### config.mk
export PLATFORM = sky130hd
export DESIGN_NAME = pc_stack_unit_flat
export DESIGN_NICKNAME = d
export VERILOG_FILES = /design/src/rtl/pc_stack_unit_if.sv /design/src/rtl/pc_stack_unit.sv /design/src/flat_wrapper.sv
export SDC_FILE = /design/constraint.sdc
export NUM_CORES = 1
export LEC_CHECK = 0
export CELL_PAD_IN_SITES_DETAIL_PLACEMENT = 0
export CELL_PAD_IN_SITES_GLOBAL_PLACEMENT = 1
export CORE_MARGIN = 2
export CORE_UTILIZATION = 49
export DETAILED_ROUTE_END_ITERATION = 10
export PLACE_DENSITY_LB_ADDON = 0.1
export SLEW_MARGIN = 20
export SYNTH_ARGS = -nofsm -noshare
export SYNTH_HDL_FRONTEND = slang
export SYNTH_SLANG_ARGS = --single-unit
### constraint.sdc
create_clock -name CLK -period 4.69 [get_ports CLK]
set_input_delay 1.1725 -clock CLK [delete_from_list [all_inputs] [get_ports CLK]]
set_output_delay 1.1725 -clock CLK [all_outputs]
set_load 0.03 [all_outputs]
### src/rtl/pc_stack_unit_if.sv
// Decoder-side control strobes and program-counter status of the fetch-stage PC unit.
// Strobes are level-qualified per falling clock edge; there is no valid/ready backpressure.
interface pc_stack_unit_if #(
  parameter int AW    = 16,
  parameter int OFFW  = 8,
  parameter int DEPTH = 8
);
  localparam int SPW = $clog2(DEPTH) + 1;

  logic            stall;
  logic            inc;
  logic            jmp;
  logic [AW-1:0]   jmp_addr;
  logic            br;
  logic [OFFW-1:0] br_off;
  logic            call;
  logic            ret;
  logic            irq;
  logic            clr_err;
  logic [AW-1:0]   pc;
  logic [SPW-1:0]  sp;
  logic            stk_full;
  logic            stk_empty;
  logic            ovf;
  logic            unf;

  modport master (
    output stall, inc, jmp, jmp_addr, br, br_off, call, ret, irq, clr_err,
    input  pc, sp, stk_full, stk_empty, ovf, unf
  );

  modport slave (
    input  stall, inc, jmp, jmp_addr, br, br_off, call, ret, irq, clr_err,
    output pc, sp, stk_full, stk_empty, ovf, unf
  );
endinterface

### src/rtl/pc_stack_unit.sv
// Fetch-stage program counter with relative branches, an internal return-address stack,
// interrupt entry and stall. All state changes on the falling edge of CLK.
module pc_stack_unit #(
  parameter int AW        = 16,
  parameter int RESET_VEC = 1024,
  parameter int IRQ_VEC   = 8,
  parameter int DEPTH     = 8,
  parameter int OFFW      = 8
) (
  input  logic              CLK,
  input  logic              RST,
  pc_stack_unit_if.slave    bus
);
  localparam int SPW  = $clog2(DEPTH) + 1;
  localparam int PTRW = $clog2(DEPTH);
  localparam logic [AW-1:0]  RST_PC  = AW'(RESET_VEC);
  localparam logic [AW-1:0]  IRQ_PC  = AW'(IRQ_VEC);
  localparam logic [SPW-1:0] SP_FULL = SPW'(DEPTH);

  logic [AW-1:0]   pc_q, pc_d;
  logic [SPW-1:0]  sp_q, sp_d;
  logic            ovf_q, ovf_d;
  logic            unf_q, unf_d;
  logic [AW-1:0]   stack_q [DEPTH];

  logic            full, empty;
  logic            push;
  logic [AW-1:0]   push_val;
  logic            ovf_set, unf_set;
  logic [PTRW-1:0] top_idx;
  logic [AW-1:0]   br_ext;

  assign full    = (sp_q == SP_FULL);
  assign empty   = (sp_q == '0);
  assign top_idx = sp_q[PTRW-1:0] - PTRW'(1);
  assign br_ext  = {{(AW-OFFW){bus.br_off[OFFW-1]}}, bus.br_off};

  // Strict priority: only the highest active strobe has any effect this edge.
  always_comb begin
    pc_d     = pc_q;
    sp_d     = sp_q;
    push     = 1'b0;
    push_val = '0;
    ovf_set  = 1'b0;
    unf_set  = 1'b0;
    if (bus.stall) begin
      pc_d = pc_q;
    end else if (bus.irq) begin
      if (full) begin
        ovf_set = 1'b1;
      end else begin
        push     = 1'b1;
        push_val = pc_q;
        sp_d     = sp_q + SPW'(1);
      end
      pc_d = IRQ_PC;
    end else if (bus.ret) begin
      if (empty) begin
        unf_set = 1'b1;
      end else begin
        pc_d = stack_q[top_idx];
        sp_d = sp_q - SPW'(1);
      end
    end else if (bus.call) begin
      if (full) begin
        ovf_set = 1'b1;
      end else begin
        push     = 1'b1;
        push_val = pc_q + AW'(1);
        sp_d     = sp_q + SPW'(1);
      end
      pc_d = bus.jmp_addr;
    end else if (bus.jmp) begin
      pc_d = bus.jmp_addr;
    end else if (bus.br) begin
      pc_d = pc_q + br_ext;
    end else if (bus.inc) begin
      pc_d = pc_q + AW'(1);
    end
    // A new error at the same edge as clr_err wins.
    ovf_d = ovf_set | (ovf_q & ~bus.clr_err);
    unf_d = unf_set | (unf_q & ~bus.clr_err);
  end

  always_ff @(negedge CLK or posedge RST) begin
    if (RST) begin
      pc_q  <= RST_PC;
      sp_q  <= '0;
      ovf_q <= 1'b0;
      unf_q <= 1'b0;
    end else begin
      pc_q  <= pc_d;
      sp_q  <= sp_d;
      ovf_q <= ovf_d;
      unf_q <= unf_d;
    end
  end

  // Stack storage is not reset; sp alone defines which entries are live.
  always_ff @(negedge CLK) begin
    if (push) begin
      stack_q[sp_q[PTRW-1:0]] <= push_val;
    end
  end

  assign bus.pc        = pc_q;
  assign bus.sp        = sp_q;
  assign bus.stk_full  = full;
  assign bus.stk_empty = empty;
  assign bus.ovf       = ovf_q;
  assign bus.unf       = unf_q;
endmodule
### src/flat_wrapper.sv
// flat-port wrapper written by rule: the top's interface ports become plain ports
module pc_stack_unit_flat 
#(
  parameter int AW        = 16,
  parameter int RESET_VEC = 1024,
  parameter int IRQ_VEC   = 8,
  parameter int DEPTH     = 8,
  parameter int OFFW      = 8
)
  (CLK, RST, bus_stall, bus_inc, bus_jmp, bus_jmp_addr, bus_br, bus_br_off, bus_call, bus_ret, bus_irq, bus_clr_err, bus_pc, bus_sp, bus_stk_full, bus_stk_empty, bus_ovf, bus_unf);
  pc_stack_unit_if #(.AW(AW), .OFFW(OFFW), .DEPTH(DEPTH)) bus_i ();
  input  logic CLK;
  input  logic RST;
  input wire logic [$bits(bus_i.stall)-1:0] bus_stall;
  input wire logic [$bits(bus_i.inc)-1:0] bus_inc;
  input wire logic [$bits(bus_i.jmp)-1:0] bus_jmp;
  input wire logic [$bits(bus_i.jmp_addr)-1:0] bus_jmp_addr;
  input wire logic [$bits(bus_i.br)-1:0] bus_br;
  input wire logic [$bits(bus_i.br_off)-1:0] bus_br_off;
  input wire logic [$bits(bus_i.call)-1:0] bus_call;
  input wire logic [$bits(bus_i.ret)-1:0] bus_ret;
  input wire logic [$bits(bus_i.irq)-1:0] bus_irq;
  input wire logic [$bits(bus_i.clr_err)-1:0] bus_clr_err;
  output wire logic [$bits(bus_i.pc)-1:0] bus_pc;
  output wire logic [$bits(bus_i.sp)-1:0] bus_sp;
  output wire logic [$bits(bus_i.stk_full)-1:0] bus_stk_full;
  output wire logic [$bits(bus_i.stk_empty)-1:0] bus_stk_empty;
  output wire logic [$bits(bus_i.ovf)-1:0] bus_ovf;
  output wire logic [$bits(bus_i.unf)-1:0] bus_unf;
  assign bus_i.stall = bus_stall;
  assign bus_i.inc = bus_inc;
  assign bus_i.jmp = bus_jmp;
  assign bus_i.jmp_addr = bus_jmp_addr;
  assign bus_i.br = bus_br;
  assign bus_i.br_off = bus_br_off;
  assign bus_i.call = bus_call;
  assign bus_i.ret = bus_ret;
  assign bus_i.irq = bus_irq;
  assign bus_i.clr_err = bus_clr_err;
  assign bus_pc = bus_i.pc;
  assign bus_sp = bus_i.sp;
  assign bus_stk_full = bus_i.stk_full;
  assign bus_stk_empty = bus_i.stk_empty;
  assign bus_ovf = bus_i.ovf;
  assign bus_unf = bus_i.unf;
  pc_stack_unit #(.AW(AW), .RESET_VEC(RESET_VEC), .IRQ_VEC(IRQ_VEC), .DEPTH(DEPTH), .OFFW(OFFW)) u_core (.CLK(CLK), .RST(RST), .bus(bus_i));
endmodule
run_1/clock_map.png
Scale: 2 px per µm.
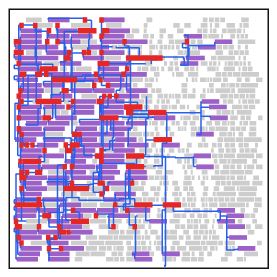
[purple] flip-flops | count: 150
[red] cells driving clock nets | count: 146
[blue] clock wires | length: 2600 µm
routed clock nets: 147
proportion of power drawn by the clock network: 26.7%
clock insertion delay at the later pin of the skew report: 0.48 ns
worst setup skew after layout: 0.0845 ns
reported clock group power: 0.00184 W

run_1/port_nets.png
Scale: 4 px per µm.
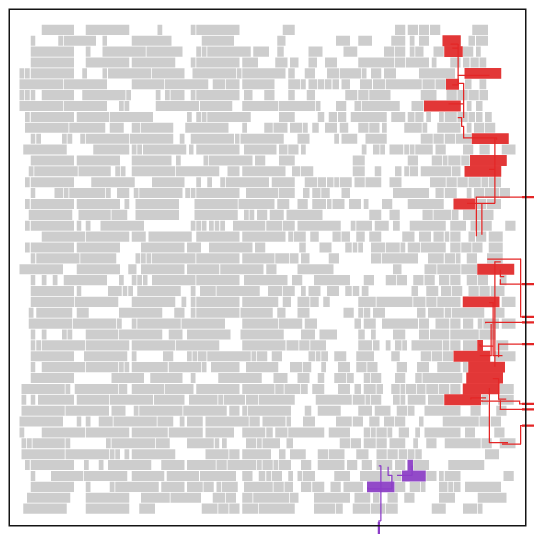
| color | port | direction | edge | end cells | buffers | wire |
|---|---|---|---|---|---|---|
| red | `bus_br_off` | input | east | 17 | 9 | 275 µm |
| purple | `bus_stall` | input | south | 3 | 2 | 34.1 µm |
count of pins on the block boundary: 58
input/output buffers: 57

run_1/final_placement.png
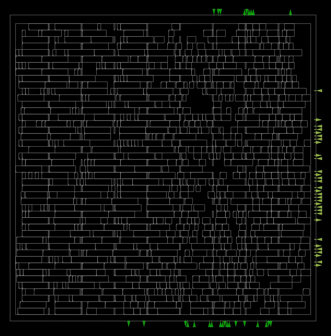
fraction of area in registers: 38.8%
Flops: 150
tally of non-filler cells in the final layout: 1085
Core Footprint: 15200 µm²

==> results.yml, run 1 <==
# synthesis and place-and-route metrics
outcome:
  status: "complete, but fails checks"
  violations_in_the_final_reports: "setup timing"
route:
  vias_per_cell: 5.74
  initialDrtViolationCount: 485
  dr_total_vias: 6232
placement:
  pre_cts_ws_ns: -1.08
  rd_place_congestion: 0.853
floorplanning:
  num_rows: 45
synthesis:
  floorplan.nets: 617
  synth-edff-count: 128
  yosysMostFrequentCell: "edfxtp_1"
power:
  power_per_cell_area_nw_per_um2: 608
  vdd_ir_max_v: 0.000431
global_route:
  gr-max-usage-layer: "met2"
  grt_first_pass_wirelength_um: 35900
  grt_max_degree: 41
clock_tree:
  cts.sinks: 150
  htree_levels: 4
  cts-buffers-inserted: 17
setup_path:
  worstSetupEndpointType: "flop"
cells_and_area:
  fin_nets: 937
run:
  warning_count: 159
final_timing:
  setup_viol_count_final: 128
  maxSlewViolCount: 0
  worst_slack_ns: -0.228
-- run 1: path summary, 6_finish.rpt --
path	endpoint	from	slack (ns)	depth (start not counted)
max	u_core.bus.pc[11]	bus_br_off[0]	-0.23	10
min	u_core.bus.unf	u_core.bus.unf	0.50	2
max reg2reg	u_core.bus.pc[13]	u_core.bus.sp[0]	1.93	8
min reg2reg	u_core.bus.unf	u_core.bus.unf	0.50	2
max in group asynchronous	u_core.bus.pc[10]	RST	1.08	3
min in group asynchronous	u_core.bus.unf	RST	3.33	3
-- run 1: report_power, final --
part / internal [W] / total, W / switching, W
registers: 0.00168 / 0.00176 / 0.0000824
logic: 0.00152 / 0.00328 / 0.00176
clock network: 0.000911 / 0.00184 / 0.000930
-- run 1: cells in the final DEF (no fill, tap or decap), types with 8 or more instances in the layout --
master           netlist  final
inv_1                 11    136
buf_4                  7    133
edfxtp_1             128    128
nand2_1               38     35
mux4_2                32     32
buf_6                  3     25
a21oi_1               35     21
dfrtn_1               21     21
o21ai_0               27     19
xnor2_1               20     18
mux2i_1               18     18
clkbuf_16              0     18
clkdlybuf4s50_1        0     18
nor2_1                35     17
xor2_1                14     14
ha_4                   0     13
a21oi_2                0     12
nor2_2                 1     12
buf_12                 0     10
nand3_1               10      9
and3_1                 9      8
-- run 1: logic make-up after synthesis --
logic type | count (synthesis)
mux | 51
flops | 150
xor+xnor | 35
fa+ha+maj | 19
buf+inv | 42
simple gates | 141
compound gates | 126
-- run 1: cell type report --
class	count	area, µm²
clock buffer	17	425
clock inverter	144	662
fill	1005	3880
inverter	11	41.3
multi-input combinational	372	3670
sequential	150	4400
tap	188	235
timing repair buffer	203	1880
-- run 1: metal layers --
metal	share of wire, %	up-vias
li1	-	2846
met4	2.1	0
met5	0	-
met3	5.2	41
met2	51	237
met1	41	3108
-- run 1: sequential cells by signal, indices dropped and copies added (netlist names) --
signal	cells
u_core.stack_q	128
u_core.bus.pc	16
u_core.bus.sp	4
u_core.bus.ovf	1
u_core.bus.unf	1
-- run 1: per-stage QoR --
step           util [%]  hold slack, ns  instance area (µm²)
3_3_place_gp       62.2           0.478                 9460
6_report           74.5           0.502                11300
3_5_place_dp       62.2           0.504                 9460
5_1_grt            74.5           0.534                11300
4_1_cts            73.7           0.505                11200
2_1_floorplan         -           0.606                 7990
-- run 1: critical path: stages --
cell	delay (ns)
buf_6	0.10
ha_4	0.15
buf_6	0.11
a211oi_4	0.27
o211ai_1	0.14
buf_4	0.17
a31oi_4	0.14
xor2_1	0.20
o21ai_1	0.09
a32o_2	0.27
-- run 1: timing repair --
item / in CTS / in global routing
cloned: 5 / 0
pin swaps: 52 / 26
gates resized: 135 / 41
setup buffers: 30 / 8
endpoints found under the setup margin: 284 / 215
==> run 1 -> run 2 <==
Settings changed: CAP_MARGIN from default to 25, CTS_CLUSTER_SIZE from default to 30.
run_2/clock_map.png
Scale: 2 px per µm.
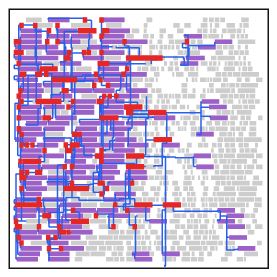
[purple] flip-flops | count: 150
[red] cells driving clock nets | count: 146
[blue] clock wires | length: 2600 µm
routed clock nets: 147
flops lie: all over the die

run_2/port_nets.png
Scale: 4 px per µm.
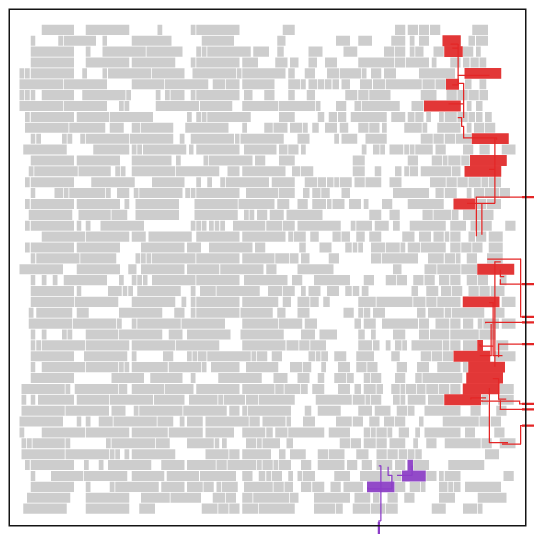
| color | port | direction | edge | end cells | buffers | wire |
|---|---|---|---|---|---|---|
| red | `bus_br_off` | input | east | 17 | 9 | 275 µm |
| purple | `bus_stall` | input | south | 3 | 2 | 34.1 µm |

==> results.yml, run 2 <==
# synthesis and place-and-route metrics
placement:
  io_buffers: 57
  pre_cts_ws_ns: -1.08
  rd_place_congestion: 0.853
cells_and_area:
  ff_latch_area_um2: 4400
  final_util_pct: 74.5
  fin_nets: 937
  most_numerous_logic_cells_after_layout: "136 x inv_1, 133 x buf_4, 128 x edfxtp_1, 35 x nand2_1, 32 x mux4_2"
  layoutNonFillerInstCount: 1085
  nFillCells: 1005
  layout.area.comb_um2: 3670
  layout_top_cell_excl_fill_tap: "inv_1"
setup_path:
  most_frequent_cp_cell: "buf_6"
  cp_num_buf_inv: 3
  worstSetupStartpointType: "input port"
  critPathTopFamily: "AND-OR/OR-AND gates"
  timing.critical_path.cells: "buf_6 -> ha_4 -> buf_6 -> a211oi_4 -> o211ai_1 -> buf_4 -> a31oi_4 -> xor2_1 -> o21ai_1 -> a32o_2"
  worstSetupEndpointType: "flop"
  slowest_delay_ns: 0.27
  master_of_the_slowest_instance_on_the_critical_path: "a211oi_4"
synthesis:
  synth_area_leader_cell: "edfxtp_1"
  yosysMostFrequentCell: "edfxtp_1"
  synth-edff-count: 128
  post_syn_area_per_cell_um2: 13.5
final_timing:
  worst_slack_ns: -0.228
  rsz_0062_raised_after_global_routing: "yes"
  setup_viol_count_final: 128
  maxSlewViolCount: 0
outcome:
  violations_in_the_final_reports: "setup timing"
  status: "complete, but fails checks"
clock_tree:
  cts-buffers-inserted: 17
  cts.sinks: 150
  tritoncts: "built"
  worstSkewPairLatency_ns: 0.48
  htree_levels: 4
route:
  ant_nets: 0
  dr_total_vias: 6232
  vias_per_cell: 5.74
  initialDrtViolationCount: 485
global_route:
  grt_first_pass_wirelength_um: 35900
  grt_max_degree: 41
floorplanning:
  io_pins: 58
  num_rows: 45
run:
  warning_count: 159
power:
  power_per_cell_area_nw_per_um2: 608
  vdd_ir_max_v: 0.000431
[run 2: kinds of logic after synthesis]
group                      synth area share (%)
xor gates and xnor gates                   4.12
and+or+nand+nor                            9.27
DFF                                        57.7
adders and majority gates                  3.22
muxes                                      12.0
AOI/OAI and AO/OA                          11.0
buffers and inverters                      2.81
[run 2: routing by layer]
metal | GRT usage [%] | up-vias | share of wire (%) | wire length [µm]
li1 | - | 2846 | - | -
met1 | 37.3 | 3108 | 41 | 9790
met2 | 51.1 | 237 | 51 | 12100
met3 | 6.65 | 41 | 5.2 | 1240
met4 | 11.4 | 0 | 2.1 | 498
met5 | 0 | - | 0 | 0
[run 2: stage by stage]
| stage | area, µm² | hold WS [ns] | power, W |
|---|---|---|---|
| after floorplan | 7990 | 0.606 | 0.00381 |
| after global placement | 9460 | 0.478 | 0.00470 |
| after detailed placement | 9460 | 0.504 | 0.00473 |
| after CTS | 11200 | 0.505 | 0.00672 |
| after global routing | 11300 | 0.534 | 0.00726 |
| final | 11300 | 0.502 | 0.00688 |
[run 2: layout make-up]
| cell class | count | area share, % |
|---|---|---|
| Clock buffer | 17 | 3.76 |
| Clock inverter | 144 | 5.85 |
| Inverter | 11 | 0.365 |
| Multi-Input combinational cell | 372 | 32.5 |
| Sequential cell | 150 | 38.8 |
| Tap cell | 188 | 2.08 |
| Timing Repair Buffer | 203 | 16.6 |
[run 2: repair_timing]
item,CTS,global route
pin swaps,52,26
resized,135,41
gates cloned,5,0
buffers inserted,30,8
endpoints found under the setup margin,284,215
[run 2: where the power goes]
group	internal, W	switching, W
Sequential	0.00168	0.0000824
Clock	0.000911	0.000930
Combinational	0.00152	0.00176
[run 2: worst reg2reg max path: cells and delay by family, from the launching register on]
family | cells | cell delay [ns]
buf+inv | 2 | 0.76
simple gates | 2 | 0.20
flops | 1 | 0.44
mux | 2 | 0.99
compound gates | 2 | 0.21
[run 2: path summary, 6_finish.rpt]
path	start	end	slack (ns)	depth (start not counted)
max	bus_br_off[0]	u_core.bus.pc[11]	-0.23	10
min	u_core.bus.unf	u_core.bus.unf	0.50	2
max reg2reg	u_core.bus.sp[0]	u_core.bus.pc[13]	1.93	8
min reg2reg	u_core.bus.unf	u_core.bus.unf	0.50	2
max in group asynchronous	RST	u_core.bus.pc[10]	1.08	3
min in group asynchronous	RST	u_core.bus.unf	3.33	3
==> run 2 -> run 3 <==
Settings changed: CORE_ASPECT_RATIO from default to 0.8.
run_3/cell_classes.png
Scale: 2 px per µm.
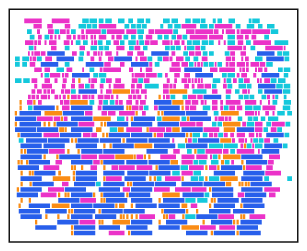
| color | class | cells | share of their area |
|---|---|---|---|
| magenta | all other logic | 383 | 33% |
| blue | flip-flops | 150 | 40% |
| orange | clock drivers and dummy loads | 161 | 9.5% |
| cyan | other buffers and delay cells | 215 | 17% |
Final Util: 74.7%
Core Footprint: 15100 µm²
Std-Cell Rows: 40
post-route cell area: 11300 µm²
fraction of area in registers: 38.9%

run_3/final_placement.png
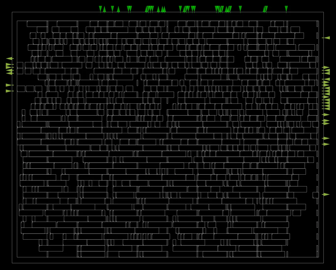
number of well-tap cells placed: 210
Filler Cells Inserted: 1015

==> results.yml, run 3 <==
# synthesis and place-and-route metrics
outcome:
  status: "complete, but fails checks"
  violations_in_the_final_reports: "setup timing"
setup_path:
  ff_to_ff_start: "u_core.bus.sp[0]"
  worstSetupEndpointType: "flop"
  reg2reg_slack_ns: 2.01
  worstSetupStartpointType: "input port"
clock_tree:
  cts.sinks: 150
  htree_levels: 4
  worstSkewPairLatency_ns: 0.47
  tritoncts: "built"
route:
  ant_nets: 0
  vias_per_cell: 5.52
  initialDrtViolationCount: 407
placement:
  io_buffers: 57
  rd_place_congestion: 0.907
  pre_cts_ws_ns: -1.15
power:
  power_frac_clock_pct: 25.6
  vdd_ir_max_v: 0.000352
  power_per_cell_area_nw_per_um2: 593
  p_switching_w: 0.00265
  power.combinational.fraction_pct: 48.1
  cellInternalPower_w: 0.00404
  netSwitchingFraction_pct: 39.6
  seq_power_share_pct: 26.3
run:
  warning_count: 159
final_timing:
  maxSlewViolCount: 0
  worst_slack_ns: -0.307
  setup_viol_count_final: 77
  rsz_0062_raised_after_global_routing: "yes"
cells_and_area:
  most_numerous_logic_cells_after_layout: "139 x buf_4, 137 x inv_1, 128 x edfxtp_1, 38 x buf_6, 36 x nand2_1"
  fin_nets: 949
  layout_top_cell_excl_fill_tap: "buf_4"
global_route:
  grt_max_degree: 41
synthesis:
  yosysMostFrequentCell: "edfxtp_1"
  post_syn_area_per_cell_um2: 13.5
min_path:
  min_from: "u_core.bus.sp[3]"
floorplanning:
  io_pins: 58
==> run 3: per-layer routing <==
layer	track usage, %	wire [µm]	vias to the layer above
li1	-	-	2874
met1	38.1	9470	3033
met2	43.9	10600	236
met3	6.90	1520	30
met4	11.8	450	0
met5	0	0	-
==> run 3: critical path, stage by stage <==
cell      delay (ns)
buf_6           0.08
ha_4            0.13
inv_2           0.04
fa_2            0.38
nor2b_4         0.16
o31ai_4         0.12
a211o_1         0.38
a21oi_2         0.15
o311a_1         0.20
o221ai_2        0.09
==> run 3: power groups by stage <==
stage                     logic [W]  registers, W  clock network, W
after floorplan             0.00167       0.00197          0.000164
after CTS                   0.00310       0.00176           0.00175
after global routing        0.00342       0.00177           0.00189
after global placement      0.00277       0.00177          0.000164
final                       0.00322       0.00176           0.00172
after detailed placement    0.00279       0.00178          0.000164
==> run 3: how the worst max path moves through the flow <==
stage,slack (ns),cells past startpoint,startpoint,end
floorplan,-0.66,5,bus_ret,u_core.stack_q[4][0]
global placement,-1.09,10,bus_br_off[0],u_core.bus.pc[12]
detailed placement,-1.15,10,bus_br_off[0],u_core.bus.pc[12]
CTS,-0.27,10,bus_br_off[0],u_core.bus.pc[12]
global route,-0.35,10,bus_br_off[0],u_core.bus.pc[12]
finish,-0.31,10,bus_br_off[0],u_core.bus.pc[12]
==> run 3: cell type report <==
type	instances	area, µm²
repair buffers	215	1900
clock inverters	144	624
fillers	1015	3820
multi-input cells	372	3640
inverters	11	41.3
flip-flops and latches	150	4400
well taps	210	263
clock buffers	17	425
==> run 3: logic make-up after synthesis <==
kind of cell               after synthesis  synth area share (%)
adders and majority gates               19                  3.22
muxes                                   51                  12.0
DFF                                    150                  57.7
xor gates and xnor gates                35                  4.12
and+or+nand+nor                        141                  9.27
AOI/OAI and AO/OA                      126                  11.0
buffers and inverters                   42                  2.81
==> run 3: what timing repair did <==
| item | in CTS | in global routing |
|---|---|---|
| resized | 145 | 40 |
| setup buffers | 30 | 12 |
| setup endpoints to repair | 285 | 130 |
| cloned | 2 | 1 |
| pin swaps | 56 | 31 |
==> run 3: metrics by stage <==
stage / instance area, µm² / hold WS (ns) / total power [W]
floorplan: 7990 / 0.606 / 0.00381
global placement: 9470 / 0.481 / 0.00470
detailed placement: 9470 / 0.499 / 0.00473
CTS: 11100 / 0.498 / 0.00660
global route: 11300 / 0.511 / 0.00708
finish: 11300 / 0.492 / 0.00669

==> layout pictures side by side <==
Where the registers sit.
Scale: 2 px per µm.
shot_01.png
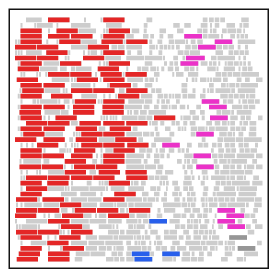
shot_02.png
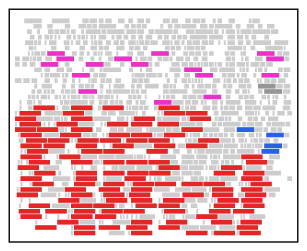
shot_02.png comes from run 3.
shot_01.png comes from run 2.

Key to shot_02.png:
| color | netlist name | flops |
|---|---|---|
| magenta | `u_core.bus.pc` | 16 |
| red | `u_core.stack_q` | 128 |
| blue | `u_core.bus.sp` | 4 |
not colored: 2

Power figures rest on the tool's default switching activity, not on a simulated workload.
